**Run 1: signal wires on met2**

Bar = 20 um.
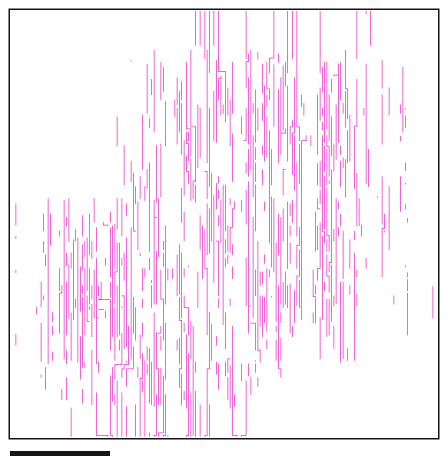
**Run 1: placed standard cells**

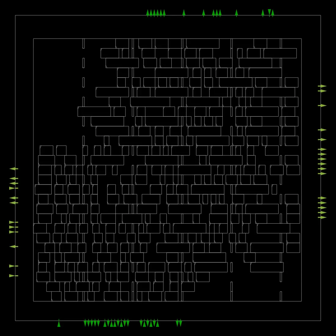
**Run 1: port wiring**

Bar = 20 um.
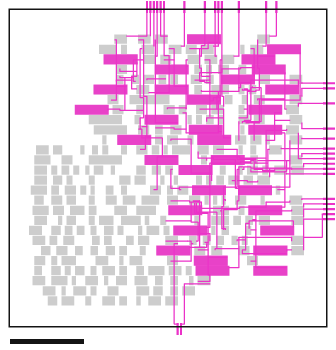
$ cat src/rtl/mc_ctrl_fsm.sv
// Multicycle MIPS-subset control unit: sequences PC, IR, register file, ALU and
// data memory one phase per clock, and counts retired instructions for debug.
module mc_ctrl_fsm #(
  parameter int unsigned CNT_W    = 32,
  parameter logic [5:0]  OP_RTYPE = 6'h00,
  parameter logic [5:0]  OP_ADDI  = 6'h08,
  parameter logic [5:0]  OP_ORI   = 6'h0D,
  parameter logic [5:0]  OP_LW    = 6'h23,
  parameter logic [5:0]  OP_SW    = 6'h2B,
  parameter logic [5:0]  OP_BEQ   = 6'h04,
  parameter logic [5:0]  OP_J     = 6'h02
) (
  input  logic             clk,
  input  logic             reset,
  input  logic [5:0]       opcode,
  input  logic [5:0]       funct,
  input  logic             zero,
  output logic             pcWire,
  output logic [1:0]       pc_src,
  output logic             ir_write,
  output logic             mem_read,
  output logic             mem_write,
  output logic             reg_write,
  output logic             reg_dst,
  output logic             mem_to_reg,
  output logic             alu_src_a,
  output logic [1:0]       alu_src_b,
  output logic [2:0]       alu_op,
  output logic [2:0]       state,
  output logic [CNT_W-1:0] instr_cnt
);

  localparam logic [5:0] FN_ADD = 6'h20;
  localparam logic [5:0] FN_SUB = 6'h22;
  localparam logic [5:0] FN_AND = 6'h24;
  localparam logic [5:0] FN_OR  = 6'h25;
  localparam logic [5:0] FN_SLT = 6'h2A;

  localparam logic [2:0] ALU_ADD = 3'd0;
  localparam logic [2:0] ALU_SUB = 3'd1;
  localparam logic [2:0] ALU_AND = 3'd2;
  localparam logic [2:0] ALU_OR  = 3'd3;
  localparam logic [2:0] ALU_SLT = 3'd4;

  localparam logic [1:0] SRCB_RT   = 2'd0;
  localparam logic [1:0] SRCB_FOUR = 2'd1;
  localparam logic [1:0] SRCB_SEXT = 2'd2;
  localparam logic [1:0] SRCB_ZEXT = 2'd3;

  localparam logic [1:0] PC_SEQ    = 2'd0;
  localparam logic [1:0] PC_BRANCH = 2'd1;
  localparam logic [1:0] PC_JUMP   = 2'd2;

  typedef enum logic [2:0] {
    S_IF  = 3'd0,
    S_ID  = 3'd1,
    S_EXE = 3'd2,
    S_MEM = 3'd3,
    S_WB  = 3'd4
  } state_t;

  state_t     cur_state;
  state_t     nxt_state;
  logic       retire;
  logic       supported;
  logic [2:0] rtype_alu_op;
  logic       rtype_ok;

  assign state = cur_state;

  // R-type function decode; unknown functs are treated as unsupported
  always_comb begin
    rtype_alu_op = ALU_ADD;
    rtype_ok     = 1'b1;
    case (funct)
      FN_ADD:  rtype_alu_op = ALU_ADD;
      FN_SUB:  rtype_alu_op = ALU_SUB;
      FN_AND:  rtype_alu_op = ALU_AND;
      FN_OR:   rtype_alu_op = ALU_OR;
      FN_SLT:  rtype_alu_op = ALU_SLT;
      default: rtype_ok     = 1'b0;
    endcase
  end

  always_comb begin
    supported = 1'b0;
    case (opcode)
      OP_RTYPE: supported = rtype_ok;
      OP_ADDI,
      OP_ORI,
      OP_LW,
      OP_SW,
      OP_BEQ,
      OP_J:     supported = 1'b1;
      default:  supported = 1'b0;
    endcase
  end

  // Next-state and datapath control decode
  always_comb begin
    nxt_state  = S_IF;
    retire     = 1'b0;
    pcWire     = 1'b0;
    pc_src     = PC_SEQ;
    ir_write   = 1'b0;
    mem_read   = 1'b0;
    mem_write  = 1'b0;
    reg_write  = 1'b0;
    reg_dst    = 1'b0;
    mem_to_reg = 1'b0;
    alu_src_a  = 1'b0;
    alu_src_b  = SRCB_RT;
    alu_op     = ALU_ADD;

    case (cur_state)
      S_IF: begin
        ir_write  = 1'b1;
        mem_read  = 1'b1;
        alu_src_b = SRCB_FOUR;
        pcWire    = 1'b1;
        nxt_state = S_ID;
      end

      // Branch target is precomputed here while the opcode settles
      S_ID: begin
        alu_src_b = SRCB_SEXT;
        if (opcode == OP_J) begin
          pcWire    = 1'b1;
          pc_src    = PC_JUMP;
          retire    = 1'b1;
          nxt_state = S_IF;
        end else if (!supported) begin
          retire    = 1'b1;
          nxt_state = S_IF;
        end else begin
          nxt_state = S_EXE;
        end
      end

      S_EXE: begin
        alu_src_a = 1'b1;
        case (opcode)
          OP_RTYPE: begin
            alu_src_b = SRCB_RT;
            alu_op    = rtype_alu_op;
            nxt_state = S_WB;
          end
          OP_ADDI: begin
            alu_src_b = SRCB_SEXT;
            nxt_state = S_WB;
          end
          OP_LW,
          OP_SW: begin
            alu_src_b = SRCB_SEXT;
            nxt_state = S_MEM;
          end
          OP_ORI: begin
            alu_src_b = SRCB_ZEXT;
            alu_op    = ALU_OR;
            nxt_state = S_WB;
          end
          OP_BEQ: begin
            alu_src_b = SRCB_RT;
            alu_op    = ALU_SUB;
            pc_src    = PC_BRANCH;
            pcWire    = zero;
            retire    = 1'b1;
            nxt_state = S_IF;
          end
          default: nxt_state = S_IF;
        endcase
      end

      S_MEM: begin
        case (opcode)
          OP_LW: begin
            mem_read  = 1'b1;
            nxt_state = S_WB;
          end
          OP_SW: begin
            mem_write = 1'b1;
            retire    = 1'b1;
            nxt_state = S_IF;
          end
          default: nxt_state = S_IF;
        endcase
      end

      S_WB: begin
        reg_write  = 1'b1;
        reg_dst    = (opcode == OP_RTYPE);
        mem_to_reg = (opcode == OP_LW);
        retire     = 1'b1;
        nxt_state  = S_IF;
      end

      // Illegal encodings recover to fetch with everything idle
      default: nxt_state = S_IF;
    endcase

    // Reset holds the datapath quiet so the PC loads its reset value untouched
    if (reset) begin
      retire     = 1'b0;
      pcWire     = 1'b0;
      pc_src     = PC_SEQ;
      ir_write   = 1'b0;
      mem_read   = 1'b0;
      mem_write  = 1'b0;
      reg_write  = 1'b0;
      reg_dst    = 1'b0;
      mem_to_reg = 1'b0;
      alu_src_a  = 1'b0;
      alu_src_b  = SRCB_RT;
      alu_op     = ALU_ADD;
    end
  end

  // State register and wrapping retired-instruction counter
  always_ff @(posedge clk or posedge reset) begin
    if (reset) begin
      cur_state <= S_IF;
      instr_cnt <= '0;
    end else begin
      cur_state <= nxt_state;
      if (retire) begin
        instr_cnt <= instr_cnt + CNT_W'(1);
      end
    end
  end

endmodule
$ cat config.mk
export PLATFORM = sky130hd
export DESIGN_NAME = mc_ctrl_fsm
export DESIGN_NICKNAME = d
export VERILOG_FILES = /design/src/rtl/mc_ctrl_fsm.sv
export SDC_FILE = /design/constraint.sdc
export NUM_CORES = 1
export LEC_CHECK = 0
export CAP_MARGIN = 15
export CELL_PAD_IN_SITES_DETAIL_PLACEMENT = 1
export CELL_PAD_IN_SITES_GLOBAL_PLACEMENT = 1
export CORE_MARGIN = 5
export CORE_UTILIZATION = 37
export CTS_CLUSTER_SIZE = 14
export DETAILED_ROUTE_END_ITERATION = 8
export HOLD_SLACK_MARGIN = 0.1
export PLACE_DENSITY = 0.87
export SETUP_SLACK_MARGIN = 0.5
export SLEW_MARGIN = 20
export SYNTH_ARGS = -nofsm -noshare
export SYNTH_HDL_FRONTEND = slang
export SYNTH_SLANG_ARGS = --single-unit
$ cat constraint.sdc
create_clock -name clk -period 4.9 [get_ports clk]
set_clock_uncertainty 0.1 [all_clocks]
set_input_delay 0.98 -clock clk [delete_from_list [all_inputs] [get_ports clk]]
set_output_delay 0.98 -clock clk [all_outputs]
set_load 0.05 [all_outputs]
==> results.py, run 1 <==
# Flow results
metrics = {
    "outcome": {
        "status": "finished, final reports clean",
    },
    "clock_tree": {
        "cts_resized": 4,
        "holdBufCountCts": 0,
        "post-cts-setup-buffer-count": 0,
        "cts.htree.levels": 2,
        "insertion_delay_ps": 300,
        "clk_pin_slew_worst_paths_ps": 80,
        "cts_tree": "yes",
    },
    "synth": {
        "synth-seq-cells": 35,
        "synth_area_per_cell_sq_um": 9.27,
        "ys_async_sr_fraction_pct": 100,
        "synth_cells": 227,
        "yosysTopAreaCell": "dfrtp_1",
        "postSynthSeqShare_pct": 41.6,
        "synth_nets": 243,
        "synthDistinctLibCells": 46,
        "yosysWarnings": 0,
        "ff_type": "dfrtp_1",
        "synthesis.area_sq_um": 2100,
        "yosysTopAreaCellShare_pct": 41.6,
        "edf_count": 0,
        "yosys-stat-cells": 227,
    },
    "sta": {
        "finalSetupViolations": 0,
        "finalCriticalPeriod_ps": 4330,
        "hold_ws_ps": 394,
        "worst_slack_ps": 573,
        "fmax_ghz": 0.231,
        "drv_slew": 0,
        "slew_headroom_pct": 50.4,
        "fin_crit_sh_pct": 88.3,
    },
    "placement": {
        "io_buffer_count": 64,
        "dp_slack_ps": 304,
        "hpwl_mm": 4.81,
        "place_inst": 354,
        "gp_congestion": 0.827,
        "place_area_sq_um": 2800,
    },
    "routing": {
        "wire_per_inst_um": 17.9,
        "first_pass_iters": 4,
        "drtIter0Drc": 78,
        "drc_errors": 0,
        "drtAntennaViolNets": 0,
        "vias": 2047,
    },
    "grt": {
        "grt_pass1_wl_mm": 11.0,
        "antenna_found_initial": 0,
        "first_global_vias": 2180,
        "grt_max_degree": 36,
    },
    "critical_path": {
        "cp_slowest_cell": "clkdlybuf4s50_1",
        "cpPeakStageDelay_ps": 810,
        "crit_required_ps": 3820,
        "end_kind": "output pin",
        "critPathKind": "in -> out",
        "crit_top_cell": "clkdlybuf4s50_1",
        "worstPathArrival_ps": 3250,
        "crit_chain": "clkdlybuf4s50_1 -> or4_4 -> nor2_2 -> and3_1 -> clkdlybuf4s50_1",
        "start_kind": "input pin",
        "path_delay_family": "buffers and inverters",
        "cp_max_fo": 7,
    },
    "die": {
        "ioPinCount": 65,
        "fp_util_pct": 38.2,
        "dieHeight_um": 85.4,
        "chipArea_sq_um": 7300,
    },
    "run": {
        "maxCapViolations": 0,
        "warnings": 26,
    },
    "cells_and_area": {
        "drive_above_1_share_pct": 8.62,
        "final_cell_mix": "clkdlybuf4s50_1, dfrtp_1, xnor2_1",
        "final_area_sq_um": 2920,
        "antennaDiodeCount": 0,
        "area_delta_synth_final_pct": 38.6,
        "fin_cells": 362,
        "mostFrequentLayoutCell": "clkdlybuf4s50_1",
        "final_core_util_pct": 53.0,
    },
    "worst_hold_path": {
        "min_path_type": "reg -> reg",
    },
    "power": {
        "p_per_area_nw_per_um2": 352,
        "peakVddDrop_mv": 0.205,
    },
}
## Picture notes: 'signal wires on met2'
main direction: vertical
wire length on this layer: 3420 um
longest straight run: 35.7 um

## Picture notes: 'placed standard cells'
Core ar.: 5510 sq um
FP Rows: 27

## Picture notes: 'port wiring'
[instr_cnt] magenta | bits: 32 | direction: output | edge: 16 right, 14 top, 2 bottom | end cells: 32 | buffers: 32 | wire: 1510 um

## run 1: synth_stat cells, types with 2 or more instances
library cell / n
nand3b_1: 2
nand3_1: 16
xnor2_1: 19
inv_1: 3
nand4_1: 17
dfrtp_1: 35
inv_2: 2
nor4_1: 8
and4_1: 4
and3b_1: 2
or4_1: 4
nor3_1: 17
nand2_1: 13
nor2_1: 10
clkbuf_1: 8
xor2_1: 15
nand2b_1: 7
buf_2: 2
a22oi_1: 2
nor2b_1: 2
or4_4: 2
a21oi_1: 6
and3_1: 8
## run 1: layer usage
layer  part of all wire [%]  GRT usage [%]  up-vias
li1                       -              -      952
met1                     40           22.1     1033
met2                     53           33.3       50
met3                    4.8           3.88       12
met4                    2.1           6.47        0
met5                      0              0        -
## run 1: cell type report
cell class                 count  area (sq um)  share of cell area [%]
clock buffer                   5          68.8                    2.36
clock inverter                 3          43.8                    1.50
inverter                       6          22.5                   0.772
multi-input combinational    173          1150                    39.4
sequential                    35           876                    30.0
tap                           72          90.1                    3.09
timing repair buffer          68           667                    22.9
## run 1: registers in the layout, indices dropped and copies added (netlist names)
signal / flops
instr_cnt: 32
state: 3
## run 1: where the power goes
group	total (mW)	internal, mW	switching, mW
registers	0.370	0.315	0.0546
clock network	0.264	0.151	0.113
logic	0.394	0.128	0.266
total	1.03	0.595	0.433
## run 1: path summary, 6_finish.rpt
check	cells after the start	slack (ps)	to	from
min	1	390	instr_cnt[31]	instr_cnt[31]
min in group asynchronous	4	1190	instr_cnt[7]	reset
min reg2reg	1	390	instr_cnt[31]	instr_cnt[31]
max in group asynchronous	4	3200	instr_cnt[20]	reset
max reg2reg	5	2280	instr_cnt[21]	state[0]
max	5	570	pc_src[1]	opcode[4]
## run 1: logic make-up after synthesis
family,share of synthesized area (%)
xor gates and xnor gates,14.2
muxes,0.476
buffers and inverters,4.04
and+or+nand+nor,32.7
adders and majority gates,0.594
DFF,41.6
AOI/OAI and AO/OA,6.42
## Run 2: what changed since run 1
--- a/config.mk
+++ b/config.mk
@@ -12,6 +12,7 @@
 export CORE_UTILIZATION = 37
 export CTS_CLUSTER_SIZE = 14
 export DETAILED_ROUTE_END_ITERATION = 8
+export GPL_ROUTABILITY_DRIVEN = 0
 export HOLD_SLACK_MARGIN = 0.1
 export PLACE_DENSITY = 0.87
 export SETUP_SLACK_MARGIN = 0.5
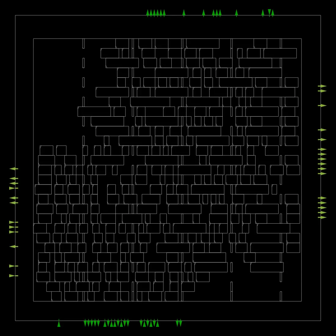
**Above:** run 2 (placed standard cells).
FILL cells: 636
final cell count without fillers: 362

==> results.py, run 2 <==
# Flow results
metrics = {
    "run": {
        "maxCapViolations": 0,
        "warnings": 26,
    },
    "sta": {
        "drv_slew": 0,
        "slew_headroom_pct": 50.4,
        "fin_crit_sh_pct": 88.3,
        "hold_ws_ps": 394,
        "fmax_ghz": 0.231,
        "finalSetupViolations": 0,
        "finalCriticalPeriod_ps": 4330,
    },
    "critical_path": {
        "worstPathArrival_ps": 3250,
        "start_kind": "input pin",
        "crit_top_cell": "clkdlybuf4s50_1",
        "path_delay_family": "buffers and inverters",
        "cp_slowest_cell": "clkdlybuf4s50_1",
        "crit_chain": "clkdlybuf4s50_1 -> or4_4 -> nor2_2 -> and3_1 -> clkdlybuf4s50_1",
        "cp_max_fo": 7,
        "end_kind": "output pin",
        "critPathKind": "in -> out",
        "crit_required_ps": 3820,
        "cpPeakStageDelay_ps": 810,
    },
    "die": {
        "fp_util_pct": 38.2,
        "core_sq_um": 5510,
        "dieHeight_um": 85.4,
        "rows": 27,
        "ioPinCount": 65,
        "chipArea_sq_um": 7300,
    },
    "synth": {
        "ff_type": "dfrtp_1",
        "synthDistinctLibCells": 46,
        "yosys-top-cells-count": "dfrtp_1, xnor2_1, nand4_1, nor3_1, nand3_1",
        "ys_async_sr_fraction_pct": 100,
        "synth_area_per_cell_sq_um": 9.27,
        "synth-seq-cells": 35,
        "postSynthSeqShare_pct": 41.6,
        "synth_cells": 227,
        "yosys-stat-cells": 227,
        "yosysTopAreaCellShare_pct": 41.6,
        "synth_nets": 243,
        "synth_dominant_cell_count": "dfrtp_1",
        "synthesis.area_sq_um": 2100,
        "yosysWarnings": 0,
        "yosysTopAreaCell": "dfrtp_1",
        "edf_count": 0,
    },
    "clock_tree": {
        "clk_pin_slew_worst_paths_ps": 80,
        "cts.htree.levels": 2,
        "cts_tree": "yes",
        "clock-sinks": 35,
        "insertion_delay_ps": 300,
        "holdBufCountCts": 0,
    },
    "routing": {
        "wire_per_inst_um": 17.9,
        "drc_errors": 0,
        "first_pass_iters": 4,
        "drtIter0Drc": 78,
        "vias": 2047,
        "drtAntennaViolNets": 0,
    },
    "power": {
        "p_per_area_nw_per_um2": 352,
        "peakVddDrop_mv": 0.205,
        "power.leakage_nw": 1.25,
    },
    "cells_and_area": {
        "area_delta_synth_final_pct": 38.6,
        "regMostFlops": "instr_cnt",
        "largest_reg_flops": 32,
        "final_area_sq_um": 2920,
        "drive_above_1_share_pct": 8.62,
        "final_cell_mix": "clkdlybuf4s50_1, dfrtp_1, xnor2_1",
        "antennaDiodeCount": 0,
    },
    "outcome": {
        "status": "finished, final reports clean",
    },
    "placement": {
        "hpwl_mm": 4.81,
        "io_buffer_count": 64,
        "place_area_sq_um": 2800,
    },
    "grt": {
        "antenna_found_initial": 0,
        "grt_pass1_wl_mm": 11.0,
        "first_global_vias": 2180,
    },
    "worst_hold_path": {
        "min_path_type": "reg -> reg",
    },
}
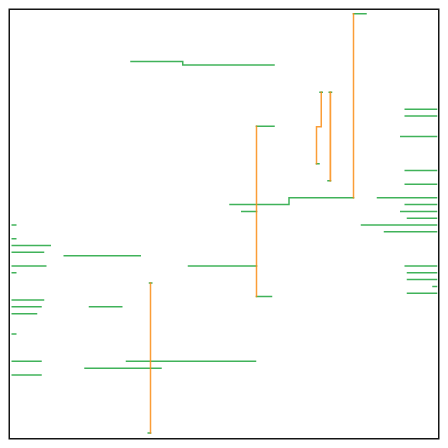
**Above:** run 2 (routed metal, one color a layer).
Two of the layers only.
[met4] orange | wire length: 134 um
[met3] green | wire length: 308 um

==> run 2: cell counts after synthesis <==
Identical to the previous run, type by type.
==> run 2: logic make-up (layout without fill, tap and decap cells) <==
kind of cell	count (synthesis)	in the layout	share of synthesized area, %
AOI/OAI and AO/OA	19	19	6.42
xor gates and xnor gates	34	34	14.2
adders and majority gates	1	1	0.594
buffers and inverters	19	82	4.04
DFF	35	35	41.6
muxes	1	1	0.476
and+or+nand+nor	118	118	32.7
==> run 2: worst paths after layout <==
kind / from / endpoint / slack, ps / cells after the start
min in group asynchronous: reset / instr_cnt[7] / 1190 / 4
max in group asynchronous: reset / instr_cnt[20] / 3200 / 4
setup reg to reg: state[0] / instr_cnt[21] / 2280 / 5
setup / recovery: opcode[4] / pc_src[1] / 570 / 5
hold reg to reg: instr_cnt[31] / instr_cnt[31] / 390 / 1
hold / removal: instr_cnt[31] / instr_cnt[31] / 390 / 1
==> run 2: through the flow <==
stage | utilization [%] | power [mW] | worst slack, ps | cells
final | 53.0 | 1.03 | 573 | 362
after global routing | 53.0 | 1.08 | 517 | 362
after CTS | 52.9 | 1.04 | 504 | 362
after detailed placement | 50.9 | 0.777 | 304 | 354
after global placement | 50.9 | 0.759 | 390 | 354
after floorplan | - | 0.632 | 716 | 227
==> run 2: power by group <==
| group | switching, mW | internal [mW] | total [mW] |
|---|---|---|---|
| sequential | 0.0546 | 0.315 | 0.370 |
| combinational | 0.266 | 0.128 | 0.394 |
| clock | 0.113 | 0.151 | 0.264 |
==> run 2: routing by layer <==
metal | share of wire, % | routed length, um | global-route usage (%) | up-vias
met5 | 0 | 0 | 0 | -
met4 | 2.1 | 133 | 6.47 | 0
met3 | 4.8 | 308 | 3.88 | 12
met2 | 53 | 3420 | 33.3 | 50
met1 | 40 | 2610 | 22.1 | 1033
li1 | - | - | - | 952
==> run 2: worst reg2reg max path, stage by stage (launching register included) <==
cell	delay (ps)
dfrtp_1	580
or4_4	600
a21oi_2	190
a311o_1	620
nand4_1	220
xnor2_1	190
==> run 2: timing repair <==
action                     CTS  global route
setup buffers                0             0
setup endpoints to repair    4             4
gates resized                4             6
==> run 2: final cells by class <==
| cell class | count | area, sq um |
|---|---|---|
| clock buffer | 5 | 68.8 |
| clock inverter | 3 | 43.8 |
| fill | 636 | 2590 |
| inverter | 6 | 22.5 |
| multi-input combinational | 173 | 1150 |
| sequential | 35 | 876 |
| tap | 72 | 90.1 |
| timing repair buffer | 68 | 667 |
No activity file was given, so power comes from the tool's default toggle rates.
